**src/rtl/chaser_input_ctrl_if.sv**
```systemverilog
// Button/control bundle between the board push-buttons and the chaser.
//   btn_en, btn_dir, btn_rst : raw asynchronous buttons, active-high
//   en_out, dir_out          : toggled control levels to the chaser
//   rst_out                  : stretched reset to the chaser
//   press[2:0]               : one-cycle debounced press pulses {rst, dir, en}
// The master modport drives the buttons; the slave modport is the conditioner.
interface chaser_input_ctrl_if;
    logic       btn_en;
    logic       btn_dir;
    logic       btn_rst;
    logic       en_out;
    logic       dir_out;
    logic       rst_out;
    logic [2:0] press;

    modport master (
        output btn_en, btn_dir, btn_rst,
        input  en_out, dir_out, rst_out, press
    );

    modport slave (
        input  btn_en, btn_dir, btn_rst,
        output en_out, dir_out, rst_out, press
    );
endinterface

```
**src/rtl/chaser_input_ctrl.sv**
```systemverilog
// Input conditioner for the two-LED chaser. Each of the three raw buttons is
// synchronized (2 FFs), debounced with a saturating agreement counter and turned
// into a one-cycle press pulse. Enable/direction presses toggle level outputs;
// a reset press clears them and (re)starts a stretched reset that is long enough
// for the chaser's slow divided-clock domains to observe.
// Ports:
//   clk : board clock
//   rst : synchronous active-high reset
//   bus : chaser_input_ctrl_if.slave (buttons in; en_out, dir_out, rst_out, press out)
module chaser_input_ctrl #(
    parameter int unsigned DB_W     = 20,
    parameter int unsigned DB_MAX   = 999999,
    parameter int unsigned HOLD_W   = 27,
    parameter int unsigned HOLD_CYC = 67108864
) (
    input  logic                clk,
    input  logic                rst,
    chaser_input_ctrl_if.slave  bus
);

    localparam logic [DB_W-1:0]   DbMax   = DB_W'(DB_MAX);
    localparam logic [HOLD_W-1:0] HoldCyc = HOLD_W'(HOLD_CYC);

    // Channel order: 0 enable, 1 direction, 2 reset.
    logic [2:0]      btn_raw;
    logic [2:0]      sync1_q;
    logic [2:0]      sync2_q;
    logic [2:0]      db_q;
    logic [2:0]      db_d;
    logic [DB_W-1:0] cnt_q [3];
    logic [DB_W-1:0] cnt_d [3];
    logic [2:0]      press_q;
    logic [2:0]      press_d;

    logic              en_q;
    logic              en_d;
    logic              dir_q;
    logic              dir_d;
    logic [HOLD_W-1:0] hc_q;
    logic [HOLD_W-1:0] hc_d;

    assign btn_raw = {bus.btn_rst, bus.btn_dir, bus.btn_en};

    // Debounce: the counter only runs while the synchronized level disagrees with
    // the debounced state, so any bounce back clears it.
    always_comb begin
        for (int i = 0; i < 3; i++) begin
            db_d[i]  = db_q[i];
            cnt_d[i] = '0;
            if (sync2_q[i] != db_q[i]) begin
                if (cnt_q[i] == DbMax) begin
                    db_d[i] = sync2_q[i];
                end else begin
                    cnt_d[i] = cnt_q[i] + DB_W'(1);
                end
            end
        end
        // Rising debounced edge only; releases do not pulse.
        press_d = db_d & ~db_q;
    end

    always_comb begin
        en_d  = en_q;
        dir_d = dir_q;
        hc_d  = hc_q;
        // A reset press takes priority over simultaneous toggles.
        if (press_q[2]) begin
            en_d  = 1'b0;
            dir_d = 1'b0;
        end else begin
            if (press_q[0]) en_d  = ~en_q;
            if (press_q[1]) dir_d = ~dir_q;
        end
        if (press_q[2]) begin
            hc_d = HoldCyc;
        end else if (hc_q != '0) begin
            hc_d = hc_q - HOLD_W'(1);
        end
    end

    always_ff @(posedge clk) begin
        if (rst) begin
            sync1_q <= '0;
            sync2_q <= '0;
            db_q    <= '0;
            press_q <= '0;
            for (int i = 0; i < 3; i++) cnt_q[i] <= '0;
            en_q    <= 1'b0;
            dir_q   <= 1'b0;
            hc_q    <= HoldCyc;
        end else begin
            sync1_q <= btn_raw;
            sync2_q <= sync1_q;
            db_q    <= db_d;
            press_q <= press_d;
            for (int i = 0; i < 3; i++) cnt_q[i] <= cnt_d[i];
            en_q    <= en_d;
            dir_q   <= dir_d;
            hc_q    <= hc_d;
        end
    end

    assign bus.en_out  = en_q;
    assign bus.dir_out = dir_q;
    assign bus.rst_out = (hc_q != '0);
    assign bus.press   = press_q;

endmodule

```
**src/flat_wrapper.sv**
```systemverilog
// flat-port wrapper written by rule: the top's interface ports become plain ports
module chaser_input_ctrl_flat 
#(
    parameter int unsigned DB_W     = 20,
    parameter int unsigned DB_MAX   = 999999,
    parameter int unsigned HOLD_W   = 27,
    parameter int unsigned HOLD_CYC = 67108864
)
  (clk, rst, bus_btn_en, bus_btn_dir, bus_btn_rst, bus_en_out, bus_dir_out, bus_rst_out, bus_press);
  chaser_input_ctrl_if bus_i ();
  input  logic clk;
  input  logic rst;
  input wire logic [$bits(bus_i.btn_en)-1:0] bus_btn_en;
  input wire logic [$bits(bus_i.btn_dir)-1:0] bus_btn_dir;
  input wire logic [$bits(bus_i.btn_rst)-1:0] bus_btn_rst;
  output wire logic [$bits(bus_i.en_out)-1:0] bus_en_out;
  output wire logic [$bits(bus_i.dir_out)-1:0] bus_dir_out;
  output wire logic [$bits(bus_i.rst_out)-1:0] bus_rst_out;
  output wire logic [$bits(bus_i.press)-1:0] bus_press;
  assign bus_i.btn_en = bus_btn_en;
  assign bus_i.btn_dir = bus_btn_dir;
  assign bus_i.btn_rst = bus_btn_rst;
  assign bus_en_out = bus_i.en_out;
  assign bus_dir_out = bus_i.dir_out;
  assign bus_rst_out = bus_i.rst_out;
  assign bus_press = bus_i.press;
  chaser_input_ctrl #(.DB_W(DB_W), .DB_MAX(DB_MAX), .HOLD_W(HOLD_W), .HOLD_CYC(HOLD_CYC)) u_core (.clk(clk), .rst(rst), .bus(bus_i));
endmodule
```
**config.mk**
```make
export PLATFORM = sky130hd
export DESIGN_NAME = chaser_input_ctrl_flat
export DESIGN_NICKNAME = d
export VERILOG_FILES = /design/src/rtl/chaser_input_ctrl_if.sv /design/src/rtl/chaser_input_ctrl.sv /design/src/flat_wrapper.sv
export SDC_FILE = /design/constraint.sdc
export NUM_CORES = 1
export LEC_CHECK = 0
export CAP_MARGIN = 20
export CORE_AREA = 5 5 94 96
export DETAILED_ROUTE_END_ITERATION = 6
export DIE_AREA = 0 0 99 101
export PLACE_DENSITY = 0.81
export SYNTH_ARGS = -nofsm -noshare
export SYNTH_HDL_FRONTEND = slang
export SYNTH_SLANG_ARGS = --single-unit
```
**constraint.sdc**
```tcl
create_clock -name clk -period 4.9 [get_ports clk]
set_clock_uncertainty 0.2 [all_clocks]
set_input_delay 0.49 -clock clk [delete_from_list [all_inputs] [get_ports clk]]
set_output_delay 0.49 -clock clk [all_outputs]
set_load 0.05 [all_outputs]
```
### Clock routing, run 1

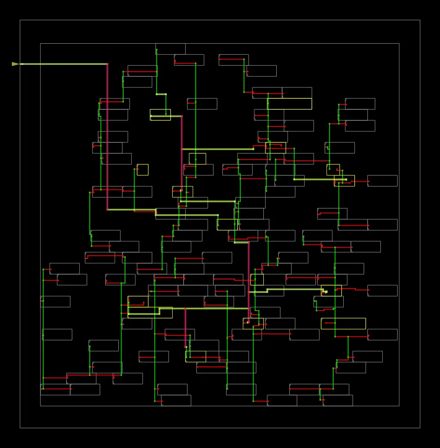
CTS buffer count: 9
CTS sink cnt: 101
Worst-Skew Late Latency: 0.37 ns
P_clk: 639 uW
registers: 101

### Clock distribution, run 1

The bar under the picture is 20 um long.
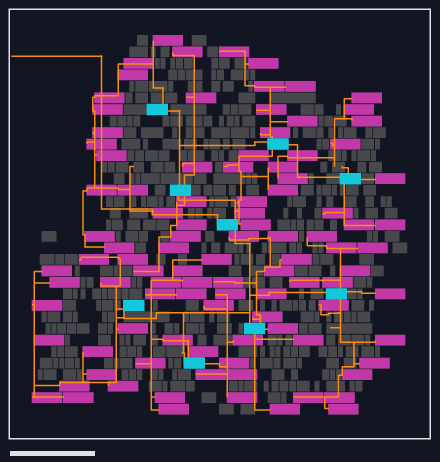
Orange marks clock wires, length 1,110 um. Magenta marks flip-flops, count 101. Cyan marks clock drivers, count 9.
There are 10 routed clock nets.
clock share of power: 27.4%

### Metal 4, run 1

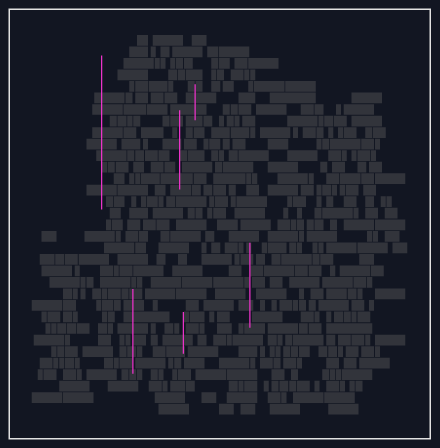
The longest straight run is 36.0 um. The wires run mostly vertical. The layer carries 112 um of wire.

==> impl_metrics.yaml, run 1 <==
# flow metrics
layout:
  fin_nets: 502
  n_antenna_cell: 0
  finalNonFillerCells: 602
  logic_area_sq_mm: 0.00231
  drive_above_1_share_pct: 7.44
setup_path:
  crit_required_ns: 4.21
  critical_path.startpoint_type: "flop"
  reg2reg_setup_slack_ns: 2.39
  worstPathCellList: "inv_1 -> ha_1 -> nor4b_2 -> nand4_2 -> nor2_4 -> inv_1 -> clkdlybuf4s50_1"
  crit_slowest_cell: "clkdlybuf4s50_1"
  endpoint: "bus_rst_out"
  crit_top_cell: "inv_1"
  critPathArrivalTime_ns: 2.85
  r2r-end: "u_core.hc_q[15]"
  crit_buf_inv: 3
  max_stage_delay_ns: 0.71
  crit_start: "u_core.hc_q[0]"
  cp_max_fo: 16
cts:
  clkTransAtPathRegs_ns: 0.10
  htree_num_levels: 3
  cts_tree: "yes"
  postCtsSetupBuffers: 0
  cts_buffer_depth: 2
logic_synthesis:
  most_common_cell: "dfxtp_1"
  numSynthFlops: 101
  mux_area_share_pct: 0.679
  enable_flop_cells: 0
  area_leaders: "dfxtp_1, xor2_1, nor2_1"
  yosys_cells: 487
  synth_warnings: 0
  ys_top_cells_by_count: "dfxtp_1, nor2_1, xor2_1, nand2_1, xnor2_1"
  syn-num-nets: 497
  synth-main-ff-cell: "dfxtp_1"
  adder_share_pct: 1.41
  top_cell_area_share_pct: 45.7
  yosys.stat.seqShare_pct: 45.7
  synth_async_sr_flop_share_pct: 0
  top_logic_kind: "simple AND/OR/NAND/NOR gates"
  ys_sh_xor_pct: 14.9
final_timing:
  max_slew_margin_pct: 51.4
  slew_viol_final: 0
  hold_viol_final: 0
  setup_viol: 0
  worst_pin_slew_ns: 0.728
  post-route-min-period_ns: 3.54
  max_freq_ghz: 0.282
route:
  ant_nets: 0
  drt_iter0_drc: 169
  viasPerCell: 5.58
  finalWirelength_mm: 7.94
  vias: 3360
  drcViolationCount: 0
global_routing:
  busiest_layer: "met2"
  antenna_found_initial: 0
  first_global_vias: 3168
  use_met1_pct: 20.2
hold_path:
  holdCritStartpoint: "u_core.sync1_q[2]"
status:
  status: "finished clean"
power_and_ir_drop:
  ir_worst_vdd_uv: 225
  power_leakage_uw: 0.00165
place:
  place_congestion: 0.831
  hpwl_mm: 5.43
  port_buffers: 10
die:
  fp-row-count: 33
  fp_util_pct: 55.5
  io_pins: 11
-- run 1: cell usage in the layout, fill, tap and decap left out, types with 9 or more instances in the layout --
cell type / n
nand2_1: 29
o21ai_0: 10
xor2_1: 47
and3_1: 10
nor2_1: 98
xnor2_1: 28
clkdlybuf4s50_1: 10
nor3_1: 13
dfxtp_1: 101
nand3_1: 27
nand4_1: 12
clkbuf_8: 9
-- run 1: routing by layer --
metal / vias to the layer above / wire (um) / share of wire [%]
met4: 0 / 111 / 1.4
met3: 15 / 268 / 3.4
met1: 1603 / 3680 / 46
met5: - / 0 / 0
li1: 1684 / - / -
met2: 58 / 3880 / 49
-- run 1: per-stage QoR --
step	total power (uW)	worst slack, ns	utilization [%]	hold WS (ns)	cell area [sq um]
2_1_floorplan	1590	2.73	-	0.213	4420
3_3_place_gp	1690	1.89	57.5	0.218	4580
3_5_place_dp	1710	1.76	57.5	0.228	4580
4_1_cts	2350	1.33	60.6	0.241	4830
5_1_grt	2480	1.06	60.6	0.246	4830
6_report	2340	1.36	60.6	0.238	4830
-- run 1: where the power goes --
| part | internal [uW] | leakage (uW) | switching [uW] |
|---|---|---|---|
| Clock | 346 | 0.000122 | 293 |
| Sequential | 913 | 0.000818 | 124 |
| Combinational | 277 | 0.000710 | 384 |
-- run 1: sequential cells by signal (all words and copies together), names as in the netlist --
name                count
u_core.db_q             3
u_core.hc_q            27
u_core.bus.dir_out      1
u_core.bus.en_out       1
u_core.sync2_q          3
u_core.sync1_q          3
u_core.bus.press        3
u_core.cnt_q           60
-- run 1: layout make-up --
class	instances	share of cell area, %
clock buffers	9	2.56
flip-flops and latches	101	41.8
clock inverters	7	2.62
well taps	105	2.72
repair buffers	10	2.07
inverters	5	0.388
multi-input cells	365	47.8
### Signal metal coverage by tile, run 1

20 x 20 tiles, from dark blue (low) to red (high), scaled to the fullest tile. Values are wire area over tile area, all layers added.
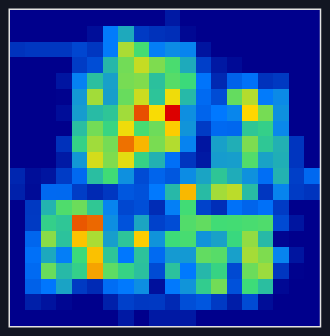

## Run 2: what changed since run 1
--- a/config.mk
+++ b/config.mk
@@ -6,9 +6,9 @@
 export NUM_CORES = 1
 export LEC_CHECK = 0
 export CAP_MARGIN = 20
-export CORE_AREA = 5 5 94 96
+export CORE_AREA = 5 5 96 98
 export DETAILED_ROUTE_END_ITERATION = 6
-export DIE_AREA = 0 0 99 101
+export DIE_AREA = 0 0 101 103
 export PLACE_DENSITY = 0.81
 export SYNTH_ARGS = -nofsm -noshare
 export SYNTH_HDL_FRONTEND = slang
==> constraint.sdc (replaced) <==
create_clock -name clk -period 3.03 [get_ports clk]
set_clock_uncertainty 0.2 [all_clocks]
set_input_delay 0.303 -clock clk [delete_from_list [all_inputs] [get_ports clk]]
set_output_delay 0.303 -clock clk [all_outputs]
set_load 0.05 [all_outputs]
### Signal metal coverage by tile, run 2

20 x 21 tiles, from dark blue (low) to red (high), scaled to the fullest tile. Values are wire area over tile area, all layers added.
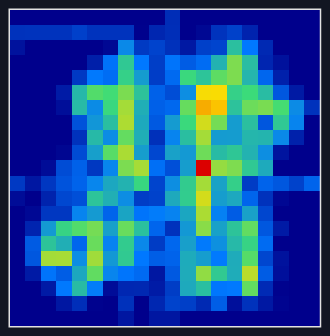
The fullest tile reaches 0.57. The mean over all tiles is 0.12. 31% of the tiles are nearly empty. The densest ninth of the die: middle. The emptiest ninth of the die: top left. 11% of the tiles are over half the peak.
WL/cell: 13.0 um
total global routing track utilization: 16.1%

==> run 2 against run 1 <==
Against the previous run:
- first-iteration DRC count decreased by 38%
- critical path depth unchanged
- utilization decreased by 3.1 points
- die area increased by 4.0%
- cell count increased by 1.2%
- largest cell class unchanged
- global-route usage decreased by 0.86 points
- largest power group unchanged
- setup slack got worse by 0.92 ns
- synthesized cell count unchanged
- via count decreased by 2.1%
==> impl_metrics.yaml, run 2 <==
# flow metrics
route:
  viasPerCell: 5.40
  vias: 3290
  finalWirelength_mm: 7.93
  ant_nets: 0
  drt_iter0_drc: 104
  drcViolationCount: 0
logic_synthesis:
  top_logic_kind: "simple AND/OR/NAND/NOR gates"
  enable_flop_cells: 0
  synth-main-ff-cell: "dfxtp_1"
  ys_top_cells_by_count: "dfxtp_1, nor2_1, xor2_1, nand2_1, xnor2_1"
  yosys.stat.seqShare_pct: 45.7
  adder_share_pct: 1.41
  top_cell_area_share_pct: 45.7
  area_leaders: "dfxtp_1, xor2_1, nor2_1"
  ys_sh_xor_pct: 14.9
  numSynthFlops: 101
  synth_warnings: 0
  yosys_cells: 487
  most_common_cell: "dfxtp_1"
  mux_area_share_pct: 0.679
die:
  fp.dieH_um: 103
  fp-row-count: 34
  fp_util_pct: 52.8
layout:
  n_antenna_cell: 0
  largest_reg_flops: 60
  reg_top3: "u_core.cnt_q: 60 flops, u_core.hc_q: 27 flops"
  lay_top_count: "dfxtp_1"
  top_register: "u_core.cnt_q"
  finalNonFillerCells: 609
  fin_nets: 506
  drive_above_1_share_pct: 7.78
  final_cell_mix: "dfxtp_1, nor2_1, xor2_1"
setup_path:
  crit_start: "u_core.hc_q[0]"
  path_class: "flop to output port"
  max_stage_delay_ns: 0.33
  critical_path.startpoint_type: "flop"
  crit_buf_inv: 3
  worstPathCellList: "inv_1 -> ha_1 -> nor4b_2 -> nand4_2 -> nor2_4 -> inv_1 -> dlymetal6s2s_1"
  crit_slowest_cell: "dfxtp_1"
  crit_required_ns: 2.53
  cp_max_fo: 6
global_routing:
  first_global_vias: 3116
  antenna_found_initial: 0
  grt_max_degree: 27
place:
  pre_cts_ws_ns: 0.428
  place_congestion: 0.862
  port_buffers: 10
  hpwl_mm: 5.38
final_timing:
  max_freq_ghz: 0.385
  post-route-min-period_ns: 2.59
  slew_viol_final: 0
  hold_viol_final: 0
  max_slew_margin_pct: 50.6
  worst_slack_ns: 0.436
  setup_viol: 0
  worst_pin_slew_ns: 0.735
cts:
  postCtsSetupBuffers: 0
  cts_tree: "yes"
  clkLatencyLatePin_ns: 0.37
  cts.sinks: 101
  htree_num_levels: 3
power_and_ir_drop:
  ir_worst_vdd_uv: 389
hold_path:
  holdCritStartpoint: "u_core.cnt_q[0][20]"
status:
  status: "finished clean"
### Placed cells, one color a class, run 2

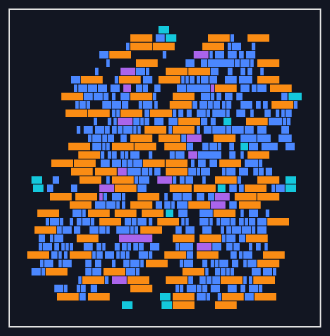
Blue marks combinational and other logic, cells 370, share of their area 50%. Orange marks sequential cells, cells 101, share of their area 43%. Cyan marks remaining buffers and delay cells, cells 14, share of their area 2.8%. Purple marks clock drivers and dummy loads, cells 16, share of their area 4.3%.
Design Area, Final: 0.00482 sq mm
Final Util: 57.5%
register share of the cell area: 42.0%

==> run 2: worst paths after layout <==
kind | cells past startpoint | to | slack, ns
worst max register to register | 7 | u_core.hc_q[20] | 0.57
worst max-delay path | 7 | bus_rst_out | 0.44
worst min register to register | 1 | u_core.cnt_q[0][20] | 0.24
worst min-delay path | 1 | u_core.cnt_q[0][20] | 0.24
==> run 2: through the flow <==
step	total power, uW	hold slack (ns)	area (sq um)	util (%)
final	3700	0.244	4820	57.5
after detailed placement	2840	0.227	4620	55.1
after CTS	3710	0.245	4820	57.5
after global routing	3910	0.267	4820	57.5
after global placement	2790	0.216	4620	55.1
after floorplan	2570	0.213	4420	-
==> run 2: area by class of cell <==
type	instances	share of cell area, %
multi-input combinational	365	47.9
timing repair buffer	14	2.75
inverter	5	0.390
clock buffer	12	3.01
tap	108	2.80
sequential	101	42.0
clock inverter	4	1.14
==> run 2: what timing repair did <==
item / CTS / global route
endpoints found under the hold margin: 0 / 0
resized: 0 / 1
setup endpoints to repair: 0 / 1
==> run 2: cells by family (layout without fill, tap and decap cells) <==
family                     count (synthesis)  count (layout)
adders and majority gates                  5               5
buffers and inverters                     21              35
muxes                                      3               3
DFF                                      101             101
AOI/OAI and AO/OA                         35              35
xor gates and xnor gates                  75              75
and+or+nand+nor                          247             247
==> run 2: power breakdown <==
| part | leakage, uW | total, uW | internal, uW | switching [uW] |
|---|---|---|---|---|
| sequential | 0.000818 | 1680 | 1480 | 204 |
| combinational | 0.000727 | 1160 | 493 | 665 |
| clock | 0.0000972 | 862 | 410 | 453 |
| total | 0.00164 | 3700 | 2380 | 1320 |
==> run 2: layer usage <==
layer  track usage [%]  share of wire (%)  up-vias
met4              7.36                1.8        0
met3              3.18                3.2       11
li1                  -                  -     1691
met2              26.9                 47       47
met1              20.0                 47     1541
met5                 0                  0        -
## Run 3: what changed since run 2
--- a/config.mk
+++ b/config.mk
@@ -6,10 +6,11 @@
 export NUM_CORES = 1
 export LEC_CHECK = 0
 export CAP_MARGIN = 20
-export CORE_AREA = 5 5 96 98
+export CORE_AREA = 10 10 101 103
 export DETAILED_ROUTE_END_ITERATION = 6
-export DIE_AREA = 0 0 101 103
+export DIE_AREA = 0 0 111 113
 export PLACE_DENSITY = 0.81
+export SKIP_CTS_REPAIR_TIMING = 1
 export SYNTH_ARGS = -nofsm -noshare
 export SYNTH_HDL_FRONTEND = slang
 export SYNTH_SLANG_ARGS = --single-unit
### Placed cells, one color a class, run 3

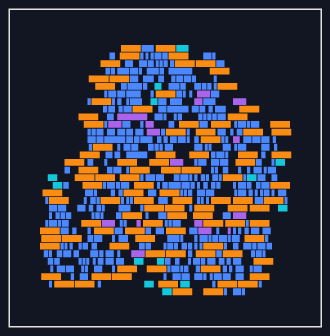
Cyan marks remaining buffers and delay cells, cells 13, share of their area 2.7%. Orange marks sequential cells, cells 101, share of their area 43%. Blue marks combinational and other logic, cells 370, share of their area 50%. Purple marks clock drivers and dummy loads, cells 16, share of their area 4.2%.

### Signal metal coverage by tile, run 3

22 x 23 tiles, from dark blue (low) to red (high), scaled to the fullest tile. Values are wire area over tile area, all layers added.
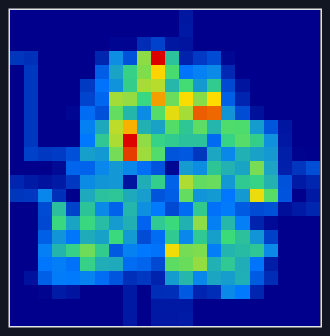
The mean over all tiles is 0.098. 9.9% of the tiles are over half the peak. 40% of the tiles are nearly empty. The fullest tile reaches 0.52. The emptiest ninth of the die: top right.
total global routing track utilization: 13.1%
final wirelength: 7.87 mm
vias: 3,325
WL/cell: 13.0 um

==> run 3 against run 2 <==
Against the previous run:
- sequential share of layout area increased by 0.055 points
- setup slack improved by 0.029 ns
- wire length down 0.72%
- synthesized area unchanged
- clock power shrank 2%
- register-to-register slack gained 0.05 ns
- worst hold slack gained 0.0049 ns
- sequential power barely moved
- largest cell class unchanged
- die area increased by 21%
- total power down 1.2%
- maximum frequency rose by 1.2%
==> impl_metrics.yaml, run 3 <==
# flow metrics
status:
  status: "finished clean"
logic_synthesis:
  synth-main-ff-cell: "dfxtp_1"
  numSynthFlops: 101
  area_leaders: "dfxtp_1, xor2_1, nor2_1"
  synth_warnings: 0
  enable_flop_cells: 0
  synth_async_sr_flop_share_pct: 0
  yosys.stat.seqShare_pct: 45.7
  syn-num-nets: 497
  top_cell_area_share_pct: 45.7
  most_common_cell: "dfxtp_1"
  yosys_cells: 487
  synth.distinct_cells: 49
  ys_top_cells_by_count: "dfxtp_1, nor2_1, xor2_1, nand2_1, xnor2_1"
route:
  wl_met3_um: 286
  wl_met2_mm: 3.81
  drt_iter0_drc: 127
  wl_met1_mm: 3.65
  routed.top_layer: "met4"
  drcViolationCount: 0
  ant_nets: 0
  viasPerCell: 5.50
setup_path:
  critPathArrivalTime_ns: 2.06
  crit_slowest_cell: "dfxtp_1"
  path_class: "flop to output port"
  critical_path.startpoint_type: "flop"
  worstSetupEndpointType: "output port"
  worstPathCellList: "inv_1 -> ha_1 -> nor4b_2 -> nand4_2 -> nor2_4 -> inv_1 -> dlymetal6s2s_1"
  cp_max_fo: 6
  crit_required_ns: 2.53
  crit_top_cell: "inv_1"
  max_stage_delay_ns: 0.34
  reg2reg_depth: 7
power_and_ir_drop:
  power_leakage_uw: 0.00164
  ir_worst_vdd_uv: 439
cts:
  cts_tree: "yes"
  clkLatencyLatePin_ns: 0.37
  htree_num_levels: 3
  cts.sinks: 101
  cts_made_buffers: 9
  clkTransAtPathRegs_ns: 0.09
  cts_buffer_depth: 2
die:
  io_pins: 11
  core_area_sq_mm: 0.00813
  fp.dieH_um: 113
  fp-row-count: 33
  fp_util_pct: 54.4
  chipArea_sq_mm: 0.0125
final_timing:
  fin_hold_ws_ns: 0.248
  hold_viol_final: 0
  worst_pin_slew_ns: 0.741
  max_slew_margin_pct: 50.2
  post-route-min-period_ns: 2.56
  slew_viol_final: 0
  max_freq_ghz: 0.390
  setup_viol: 0
  rsz0062_at_grt: "false"
run:
  max_cap_violations: 0
layout:
  area_growth_pct: 8.83
  drive_above_1_share_pct: 7.80
  fin_area_sq_mm: 0.00481
  n_antenna_cell: 0
  fin_nets: 505
  lay_top_count: "dfxtp_1"
  final_cell_mix: "dfxtp_1, nor2_1, xor2_1"
  largest_reg_flops: 60
  reg_top3: "u_core.cnt_q: 60 flops, u_core.hc_q: 27 flops"
  top_register: "u_core.cnt_q"
global_routing:
  met2_usage_pct: 22.1
  antenna_found_initial: 0
  grt_max_degree: 27
  use_met1_pct: 15.4
  first_global_vias: 3310
  met3_usage_pct: 3.59
  busiest_layer: "met2"
place:
  hpwl_mm: 5.48
  place_area_sq_mm: 0.00460
  place_congestion: 0.815
  port_buffers: 10
hold_path:
  hold_depth: 1
  hp-class: "flop to flop"
run 3: netlist changes by cell type in the layout (fill, tap and decap cells not counted), sizes merged:
cell,delta
buf,-1
clkbuf,-2
clkinv,+1
inv,+1
run 3: final cells by class:
class / count / area (sq um)
inverters: 5 / 18.8
well taps: 105 / 131
fillers: 698 / 3320
clock inverters: 6 / 68.8
clock buffers: 10 / 128
flip-flops and latches: 101 / 2020
repair buffers: 13 / 125
multi-input cells: 365 / 2320
run 3: worst paths after layout:
check	slack [ns]	to	from
worst min-delay path	0.25	u_core.sync2_q[1]	u_core.sync1_q[1]
worst max-delay path	0.47	bus_rst_out	u_core.hc_q[0]
worst max register to register	0.62	u_core.hc_q[26]	u_core.hc_q[0]
worst min register to register	0.25	u_core.sync2_q[1]	u_core.sync1_q[1]
run 3: through the flow:
stage	std cells	power (uW)	setup WS (ns)	util [%]
CTS	605	3660	0.0473	59.0
detailed placement	589	2800	0.462	56.6
floorplan	487	2570	0.928	-
finish	605	3650	0.465	59.2
global route	605	3880	0.351	59.2
global placement	589	2760	0.514	56.6
run 3: worst max-delay path, delay by kind of cell (launching register included):
| kind | cells | cell delay, ns |
|---|---|---|
| flip-flops | 1 | 0.34 |
| AND/OR/NAND/NOR | 3 | 0.67 |
| buffers and inverters | 3 | 0.52 |
| adder cells (fa/ha/maj) | 1 | 0.16 |
run 3: kinds of logic (layout without fill, tap and decap cells):
group           after synthesis  count (layout)  synth area share [%]
fa+ha+maj                     5               5                  1.41
flops                       101             101                  45.7
compound gates               35              35                  5.32
xor+xnor                     75              75                  14.9
simple gates                247             247                  30.0
buf+inv                      21              34                  2.04
mux                           3               3                 0.679
run 3: power by group:
group / total [uW] / switching [uW] / internal [uW]
logic: 1120 / 638 / 485
registers: 1690 / 212 / 1480
clock network: 844 / 456 / 388
No activity file was given, so power comes from the tool's default toggle rates.
